--- src/rtl/mycpu_pkg.sv ---
// Shared definitions for the mycpu datapath: PC select encoding driven by the
// control unit and the width of the PC-relative branch offset field.
package mycpu_pkg;

    typedef enum logic [1:0] {
        PS_HOLD = 2'b00,
        PS_INC  = 2'b01,
        PS_BRA  = 2'b10,
        PS_JMP  = 2'b11
    } pc_sel_t;

    localparam int BR_OFF_W = 6;

endpackage

--- src/rtl/pc_ir_unit_sat_counter.sv ---
// Saturating up-counter with synchronous clear; clear has priority over
// increment, and the count sticks at all-ones instead of wrapping.
module sat_counter #(
    parameter int W = 32
) (
    input  logic         clk,
    input  logic         rst_n,
    input  logic         clr_in,
    input  logic         inc_in,
    output logic [W-1:0] cnt_out
);

    localparam logic [W-1:0] CNT_ONE = W'(1);
    localparam logic [W-1:0] CNT_MAX = '1;

    logic [W-1:0] cnt_q;
    logic [W-1:0] cnt_d;

    // Next count: clear first, then increment only while below the ceiling.
    always_comb begin
        cnt_d = cnt_q;
        if (clr_in) begin
            cnt_d = '0;
        end else if (inc_in && (cnt_q != CNT_MAX)) begin
            cnt_d = cnt_q + CNT_ONE;
        end
    end

    // Count register, cleared immediately on reset assertion.
    always_ff @(posedge clk or negedge rst_n) begin
        if (!rst_n) begin
            cnt_q <= '0;
        end else begin
            cnt_q <= cnt_d;
        end
    end

    assign cnt_out = cnt_q;

endmodule

--- src/rtl/pc_ir_unit.sv ---
// Program counter and instruction register of the mycpu datapath, with
// saturating counters for fetched instructions and taken branches/jumps.
module pc_ir_unit #(
    parameter int PC_W  = 16,
    parameter int CNT_W = 32
) (
    input  logic             clk,
    input  logic             rst_n,
    input  logic [1:0]       ps_in,
    input  logic             il_in,
    input  logic [15:0]      ra_in,
    input  logic [15:0]      imem_data_in,
    input  logic             clr_cnt_in,
    output logic [PC_W-1:0]  imem_addr_out,
    output logic [PC_W-1:0]  pc_out,
    output logic [15:0]      ins_out,
    output logic [CNT_W-1:0] ins_cnt_out,
    output logic [CNT_W-1:0] br_cnt_out
);

    import mycpu_pkg::*;

    localparam logic [PC_W-1:0] PC_ONE = PC_W'(1);

    logic [PC_W-1:0]     pc_q;
    logic [PC_W-1:0]     pc_d;
    logic [15:0]         ins_q;
    logic [15:0]         ins_d;
    pc_sel_t             ps_sel;
    logic [BR_OFF_W-1:0] br_off;
    logic [15:0]         br_off_ext;
    logic [PC_W-1:0]     br_off_pc;
    logic                unused_bits;

    assign ps_sel = pc_sel_t'(ps_in);

    // Branch offset is split around the destination register field; it is
    // sign-extended to 16 bits and then cut to PC width, which keeps the
    // add modulo 2^PC_W even when PC_W is narrower than the offset.
    assign br_off     = {ins_q[8:6], ins_q[2:0]};
    assign br_off_ext = {{(16-BR_OFF_W){br_off[BR_OFF_W-1]}}, br_off};
    assign br_off_pc  = br_off_ext[PC_W-1:0];

    // Bits above PC_W of the jump source and offset are intentionally dropped.
    assign unused_bits = ^{ra_in, br_off_ext};

    // Next-PC mux; branch base is the un-incremented PC of the branch itself.
    always_comb begin
        pc_d = pc_q;
        case (ps_sel)
            PS_HOLD: pc_d = pc_q;
            PS_INC:  pc_d = pc_q + PC_ONE;
            PS_BRA:  pc_d = pc_q + br_off_pc;
            PS_JMP:  pc_d = ra_in[PC_W-1:0];
            default: pc_d = pc_q;
        endcase
    end

    // IR captures the word at the current (pre-update) PC on a load strobe.
    always_comb begin
        ins_d = ins_q;
        if (il_in) begin
            ins_d = imem_data_in;
        end
    end

    // PC and IR registers; reset forces both to zero without waiting for clk.
    always_ff @(posedge clk or negedge rst_n) begin
        if (!rst_n) begin
            pc_q  <= '0;
            ins_q <= '0;
        end else begin
            pc_q  <= pc_d;
            ins_q <= ins_d;
        end
    end

    sat_counter #(.W(CNT_W)) u_ins_cnt (
        .clk     (clk),
        .rst_n   (rst_n),
        .clr_in  (clr_cnt_in),
        .inc_in  (il_in),
        .cnt_out (ins_cnt_out)
    );

    sat_counter #(.W(CNT_W)) u_br_cnt (
        .clk     (clk),
        .rst_n   (rst_n),
        .clr_in  (clr_cnt_in),
        .inc_in  (ps_in[1]),
        .cnt_out (br_cnt_out)
    );

    assign imem_addr_out = pc_q;
    assign pc_out        = pc_q;
    assign ins_out       = ins_q;

endmodule

--- config.mk ---
export PLATFORM = sky130hd
export DESIGN_NAME = pc_ir_unit
export DESIGN_NICKNAME = d
export VERILOG_FILES = /design/src/rtl/mycpu_pkg.sv /design/src/rtl/pc_ir_unit_sat_counter.sv /design/src/rtl/pc_ir_unit.sv
export SDC_FILE = /design/constraint.sdc
export NUM_CORES = 1
export LEC_CHECK = 0
export CORE_MARGIN = 5
export CORE_UTILIZATION = 50
export DETAILED_ROUTE_END_ITERATION = 6
export GPL_TIMING_DRIVEN = 0
export PLACE_DENSITY = 0.82
export RECOVER_POWER = 100
export SLEW_MARGIN = 20
export SYNTH_ARGS = -nofsm -noshare
export SYNTH_HDL_FRONTEND = slang
export SYNTH_SLANG_ARGS = --single-unit
--- constraint.sdc ---
create_clock -name clk -period 7.6 [get_ports clk]
set_input_delay 1.9 -clock clk [delete_from_list [all_inputs] [get_ports clk]]
set_output_delay 1.9 -clock clk [all_outputs]
set_load 0.02 [all_outputs]
Figure 1. Clock distribution (run 1).
The bar under the picture is 20 µm long.
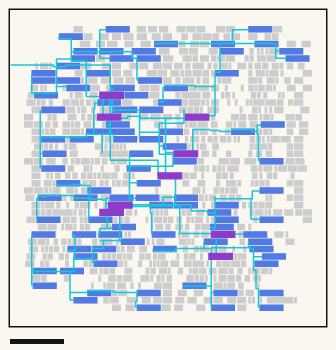
purple -> clock drivers  # count 9
cyan -> clock wires  # length 1230 µm
blue -> flip-flops  # count 96
routed clock nets = 10
flops lie = widely spread

Figure 2. Local utilization (run 1).
12 x 12 tiles, from white (low) to dark blue (high), 0 to 100% covered.
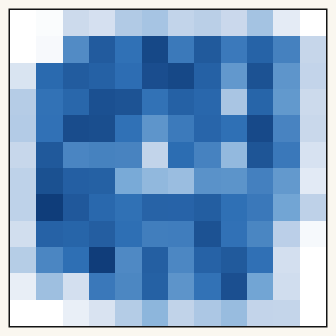
mean over tiles = 55%
emptiest ninth of the die = bottom right
tiles over 75% full = 31%
nearly empty tiles = 5.6%
fullest tile = 95%
Floorplan Core Area: 0.0114 mm²
initial standard-cell utilization of the core: 0.507
core utilization of the finished layout: 0.675

Figure 3. Ports around the boundary (run 1).
Pins as bars across the die edge, other pins in gray.
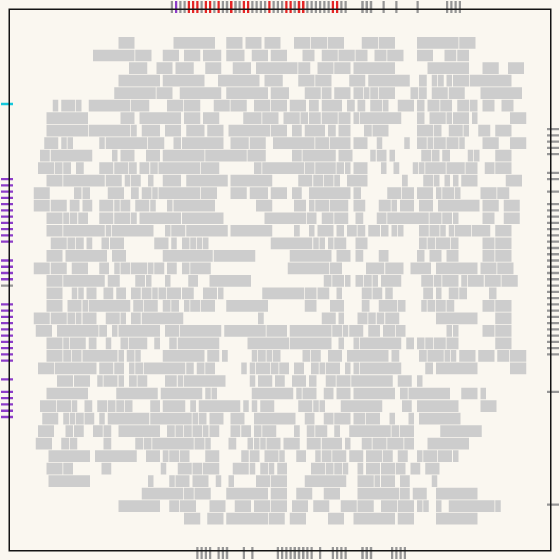
cyan -> `clk`  # pins 1, direction input, edge left
red -> `ins_out`  # pins 16, direction output, edge top
purple -> `ins_cnt_out`  # pins 32, direction output, edge 31 left, 1 top
vertical extent of the die: 117 µm
# port buffers: 147
width of the die: 117 µm

==> run summary, run 1 <==
Item: results of the latest flow run.

- The cell count after placement is 914.
- The clock tree has to reach 96 sinks.
- Yosys mapped the design onto 72 distinct sky130hd cell types.
- The total detailed-routing wirelength is 16700 µm.
- The storage element area is 0.00240 mm².
- Max-slew check failures listed in the final report amount to 0.
- Max fanout on the critical path was recorded as 10.
- The yosys stat cell total is 623.
- Global routing put the most usage on met2.
- Counting the fill cells in the layout gives 939.
- Setup repair after global routing left no endpoint under its margin.
- In this run the post-CTS setup repair buffer count came out at 0.
- The flow ran to the end, and the final reports show no timing, DRC or antenna violations.
- The placement summary gives the final routability congestion estimate as 0.907.
- The relative contribution of sequential cells to total power is 0.401.
- The first detailed-routing pass took 5 iterations.
- The switching share of total power is 0.315.
- For this block, the via count after detailed routing is 5509.
- In this run the full chip footprint comes out at 0.0138 mm².
- Summed over all layers, the global routing overflow is 0.
- The total placed instance area is 0.00744 mm².
- Per the detail_route report, vias per standard cell equal 5.92.
- The worst setup margin is 2240 ps.
- The H-tree was split into 3 levels.
- The non-filler instance count after layout is 930.
- For reference, the top cells by area after synthesis are dfrtp_1 (42%), xor2_1 (5.3%), nor2_1 (4.4%).
- For the finished layout, the period the worst path requires is 5360 ps.
- The mean instance size in the synthesized netlist is 9.24 µm².
- The worst hold margin is 506 ps.
- The initial antenna violation count came to 0.
- The share of total power in combinational logic is 0.276.
- Summing internal, switching and leakage power gives 1.44 mW.
- The maximum vdd ir drop is 0.000136 V.
- The data required time of the worst path is 7800 ps.
- The synthesized instance count is 623.
- The net switching power is 455 µW.
- The average wire per standard cell is 18.0 µm.
==> run 1: power by group through the flow <==
stage | combinational (mW) | sequential, mW | clock, mW
floorplan | 0.209 | 0.617 | 0
global placement | 0.405 | 0.587 | 0
detailed placement | 0.416 | 0.589 | 0
CTS | 0.419 | 0.579 | 0.473
global route | 0.430 | 0.584 | 0.495
finish | 0.398 | 0.579 | 0.465
==> run 1: worst paths after layout <==
kind	from	endpoint	slack, ps	cells after the start
max reg2reg	ins_out[0]$_DFFE_PN0P_	imem_addr_out[12]$_DFFE_PN0P_	4440	9
max in group asynchronous	rst_n	u_ins_cnt.cnt_out[19]$_DFFE_PN0P_	4860	2
max	ps_in[1]	imem_addr_out[12]$_DFFE_PN0P_	2240	12
min	ins_out[13]$_DFFE_PN0P_	ins_out[13]$_DFFE_PN0P_	510	1
min reg2reg	ins_out[13]$_DFFE_PN0P_	ins_out[13]$_DFFE_PN0P_	510	1
min in group asynchronous	rst_n	u_br_cnt.cnt_out[15]$_DFFE_PN0P_	1790	1
==> run 1: kinds of logic after synthesis <==
group,share of synthesized area
fa+ha+maj,0.0241
mux,0.0417
simple gates,0.257
flops,0.417
compound gates,0.127
xor+xnor,0.0791
buf+inv,0.0545
==> run 1: cell type report <==
class	count	share of cell area
multi-input cells	465	0.389
flip-flops and latches	96	0.313
repair buffers	148	0.194
plain buffers	47	0.0332
clock buffers	10	0.0311
well taps	143	0.0233
clock inverters	6	0.00896
inverters	15	0.00733
==> run 1: worst max-delay path, cell delays in order <==
cell      delay [ps]
clkbuf_1         390
inv_1            190
clkbuf_1         310
or3_1            440
ha_1             220
fa_1             430
a211o_1          370
a21oi_1          500
mux2i_1          220
maj3_1           370
o21ai_0          160
a21oi_1           60
==> run 1: per-layer routing <==
layer	up-vias	routed length [µm]	share of wire
met2	208	8510	0.51
met3	41	975	0.058
li1	2559	-	-
met1	2701	6890	0.41
met4	0	369	0.022
met5	-	0	0
==> run 1: placed cells by master (no fill, tap or decap), types with 19 or more instances in the layout <==
| master | n |
|---|---|
| a21oi_1 | 30 |
| clkbuf_1 | 24 |
| clkdlybuf4s50_1 | 32 |
| dfrtp_1 | 96 |
| dlygate4sd3_1 | 114 |
| nand2_1 | 44 |
| nand3_1 | 30 |
| nand4_1 | 29 |
| nor2_1 | 68 |
| o21ai_0 | 22 |
| or3_1 | 19 |
| xor2_1 | 35 |
==> run 1: state kept, by name (all words and copies together), names as in the netlist <==
name and flops:
imem_addr_out 16, ins_out 16, u_br_cnt.cnt_out 32, u_ins_cnt.cnt_out 32
==> inputs of run 2 (changes only) <==
Clock period 7.6 ns to 5.6 ns, I/O delays scaled along.
Figure 4. Ports around the boundary (run 2).
Pins as bars across the die edge, other pins in gray.
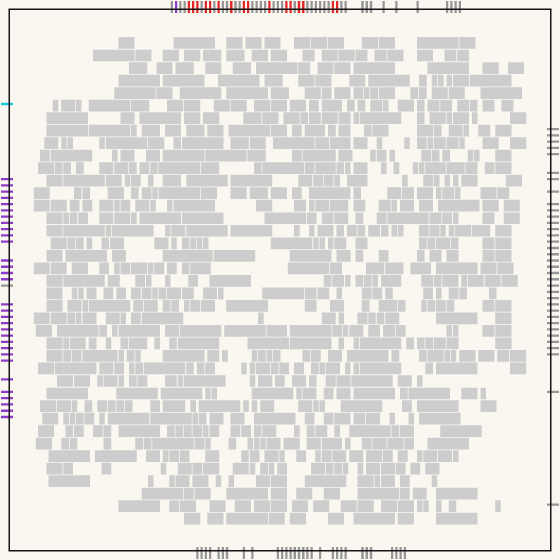
red -> `ins_out`  # pins 16, direction output, edge top
purple -> `ins_cnt_out`  # pins 32, direction output, edge 31 left, 1 top
cyan -> `clk`  # pins 1, direction input, edge left
all pins by edge = 52 top, 35 right, 33 left, 30 bottom

Figure 5. Local utilization (run 2).
12 x 12 tiles, from white (low) to dark blue (high), 0 to 100% covered.
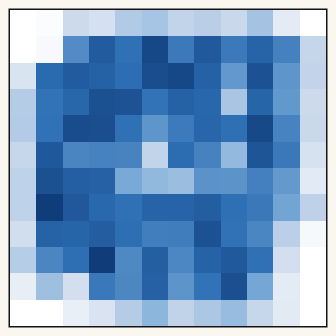
fullest tile = 95%
tiles over 75% full = 31%
mean over tiles = 54%
emptiest ninth of the die = bottom right
nearly empty tiles = 5.6%
core utilization of the finished layout: 0.673

==> run summary, run 2 <==
Item: results of the latest flow run.

- The run finished, with violations left.
- The checks that failed: max-capacitance violations, max-slew violations.
- The final power report lists total power as 1.95 mW.
- The storage element area is 0.00240 mm².
- The share of synthesized registers carrying an async set or reset is 1.00.
- In this run the clock root is driven by a clkbuf_16.
- The mean instance size in the synthesized netlist is 9.24 µm².
- The global placer's final weighted congestion is 0.907.
- The number of cells on the worst hold path is 1.
- The maximum vdd ir drop is 0.000184 V.
- Endpoints with negative setup slack in the final report add up to 0.
- The initial antenna violation count is 0.
- In this run, post-CTS hold repair placed 0 buffers.
- In the routed layout, each cell is associated on average with a via count of 5.97.
- The top cell types in the final layout, fill and taps aside, are dlygate4sd3_1 (114), dfrtp_1 (96), nor2_1 (68).
- The worst setup margin is 785 ps.
- Yosys stat counts 623 cells in the synthesized netlist.
- Per the CTS log, the maximum H-tree level is 3.
- The tightest min-delay check is of the register to register type.
- The flop-to-flop setup slack is 2470 ps.
- The area of the mapped netlist is 0.00576 mm².
- The number of core rows is 39.
- The number of fill cells is 942.
- Once detail routing completed, the nets flagged for antenna violations numbered 0.
- The share of the core area taken by cells at floorplan is 0.507.
- The total placed instance area is 0.00744 mm².
- The first-iteration detailed-routing DRC count is 332.
- The total detailed-routing wirelength is 16800 µm.
- The pre-antenna-repair detailed-routing pass consisted of 5 iterations.
- Synthesis produced 623 cells.
- The number of enable flip-flop cells is 0.
- The chip occupies 0.0138 mm².
- Setup repair after global routing left no endpoint under its margin.
- The layout summary lists the proportion of cells stronger than drive strength 1 as 0.0839.
- The path with the worst hold slack has its endpoint at ins_out[13]$_DFFE_PN0P_.
- Measured along the y axis, the die boundary spans 117 µm.
- Warnings raised by the tools during the run amount to 26.
- The final-report max-slew violation count is 79.
- The floorplan step defined a core boundary enclosing 0.0114 mm².
- The CTS tree is done.
- Yosys mapped the design onto 72 distinct sky130hd cell types.
- The startpoint identified for the worst hold timing path is ins_out[13]$_DFFE_PN0P_.
- The total vias in the final route is 5550.
- The most frequent logic cell in the layout is dlygate4sd3_1.
- The report shows a maximum critical-path fanout of 10.
- The signal arrival time at the worst endpoint is 5020 ps.
- Timing analysis after detailed placement gives a worst setup slack of 866 ps.
- The yosys-reported design area after synthesis is 0.00576 mm².
- The final critical delay including setup and external delays is 4820 ps.
- The number of maximum-capacitance violations recorded for the run is 1.
- The number of resized instances in the post-cts repair step is 0.
- In this run the critical register-to-register path is launched from ins_out[0]$_DFFE_PN0P_.
- The length in cells of the worst reg-to-reg path is 9.
- The number of buffers inserted during clock tree synthesis is 9.
- The data required time of the worst path is 5800 ps.
- During I/O placement, the number of pins put on the boundary was 150.
- The post-CTS setup buffer count is 0.
- The area taken by multi-input combinational cells is reported as 0.00298 mm².
- For this run, the register share of the synthesized area comes to 0.417.
- In the post-synthesis netlist, the biggest area contributors are dfrtp_1 (42%), xor2_1 (5.3%), nor2_1 (4.4%).
- The detailed-route DRC error count is 0.
- The reg-to-reg critical path endpoint is imem_addr_out[12]$_DFFE_PN0P_.
- The startpoint type of the worst setup path is an input port.
- The number of diodes is 0.
- For this design, the sink count on the clock tree is 96.
- After the last flow step, the layout net total stands at 828.
- Buffers placed on the I/O ports in this run total 147.
- The script logs the mean routed wire length per placed instance as 18.0 µm.
- The floorplan step set the die width to 117 µm.
- The overall overflow remaining after global route is 0.
- Counting instances in the post-synthesis netlist gives the leading cell types as dfrtp_1 (96), nor2_1 (68), nand2_1 (44), xor2_1 (35), nand3_1 (30).
-- run 2: stage by stage --
stage	cells	hold WS [ps]
global placement	913	489
floorplan	623	634
CTS	930	513
detailed placement	914	498
finish	930	506
global route	930	522
-- run 2: area by class of cell --
cell class                 count  share of cell area
multi-input combinational    465               0.390
sequential                    96               0.314
tap                          143              0.0234
buffer                        47              0.0333
clock inverter                 6             0.00899
timing repair buffer         148               0.192
clock buffer                  10              0.0312
inverter                      15             0.00736
-- run 2: worst max-delay path, cell delays in order --
cell,delay (ps)
clkbuf_1,390
inv_1,190
clkbuf_1,300
or3_1,430
ha_1,220
fa_1,430
a211o_1,370
a21oi_1,470
mux2i_1,220
maj3_1,370
o21ai_0,160
a21oi_1,60
-- run 2: cells by family (layout without fill, tap and decap cells) --
kind of cell	Yosys count	count (layout)	synth area share
buffers and inverters	62	226	0.0545
muxes	22	22	0.0417
DFF	96	96	0.417
adders and majority gates	11	11	0.0241
and+or+nand+nor	274	274	0.257
AOI/OAI and AO/OA	106	106	0.127
xor gates and xnor gates	52	52	0.0791
-- run 2: per-layer routing --
layer,vias to the layer above,wire (µm),GRT usage
li1,2563,-,-
met1,2722,6780,0.300
met2,233,8570,0.419
met3,32,1110,0.0472
met4,0,323,0.0761
met5,-,0,0
-- run 2: how the worst max path moves through the flow --
stage                     slack, ps  startpoint                           endpoint
after global placement         -450       rst_n  u_ins_cnt.cnt_out[15]$_DFFE_PN0P_
after global routing            500    ps_in[1]      imem_addr_out[12]$_DFFE_PN0P_
after floorplan                1330    ps_in[1]      imem_addr_out[14]$_DFFE_PN0P_
after detailed placement        870    ps_in[1]      imem_addr_out[14]$_DFFE_PN0P_
after CTS                      1200    ps_in[1]      imem_addr_out[14]$_DFFE_PN0P_
final                           780    ps_in[1]      imem_addr_out[12]$_DFFE_PN0P_
-- run 2: report_power, final --
| part | total, mW | switching, mW | internal (mW) | leakage [nW] |
|---|---|---|---|---|
| clock | 0.630 | 0.269 | 0.360 | 0.149 |
| sequential | 0.786 | 0.0522 | 0.733 | 1.26 |
| combinational | 0.538 | 0.293 | 0.245 | 1.87 |
Power and IR drop assume default switching activity.
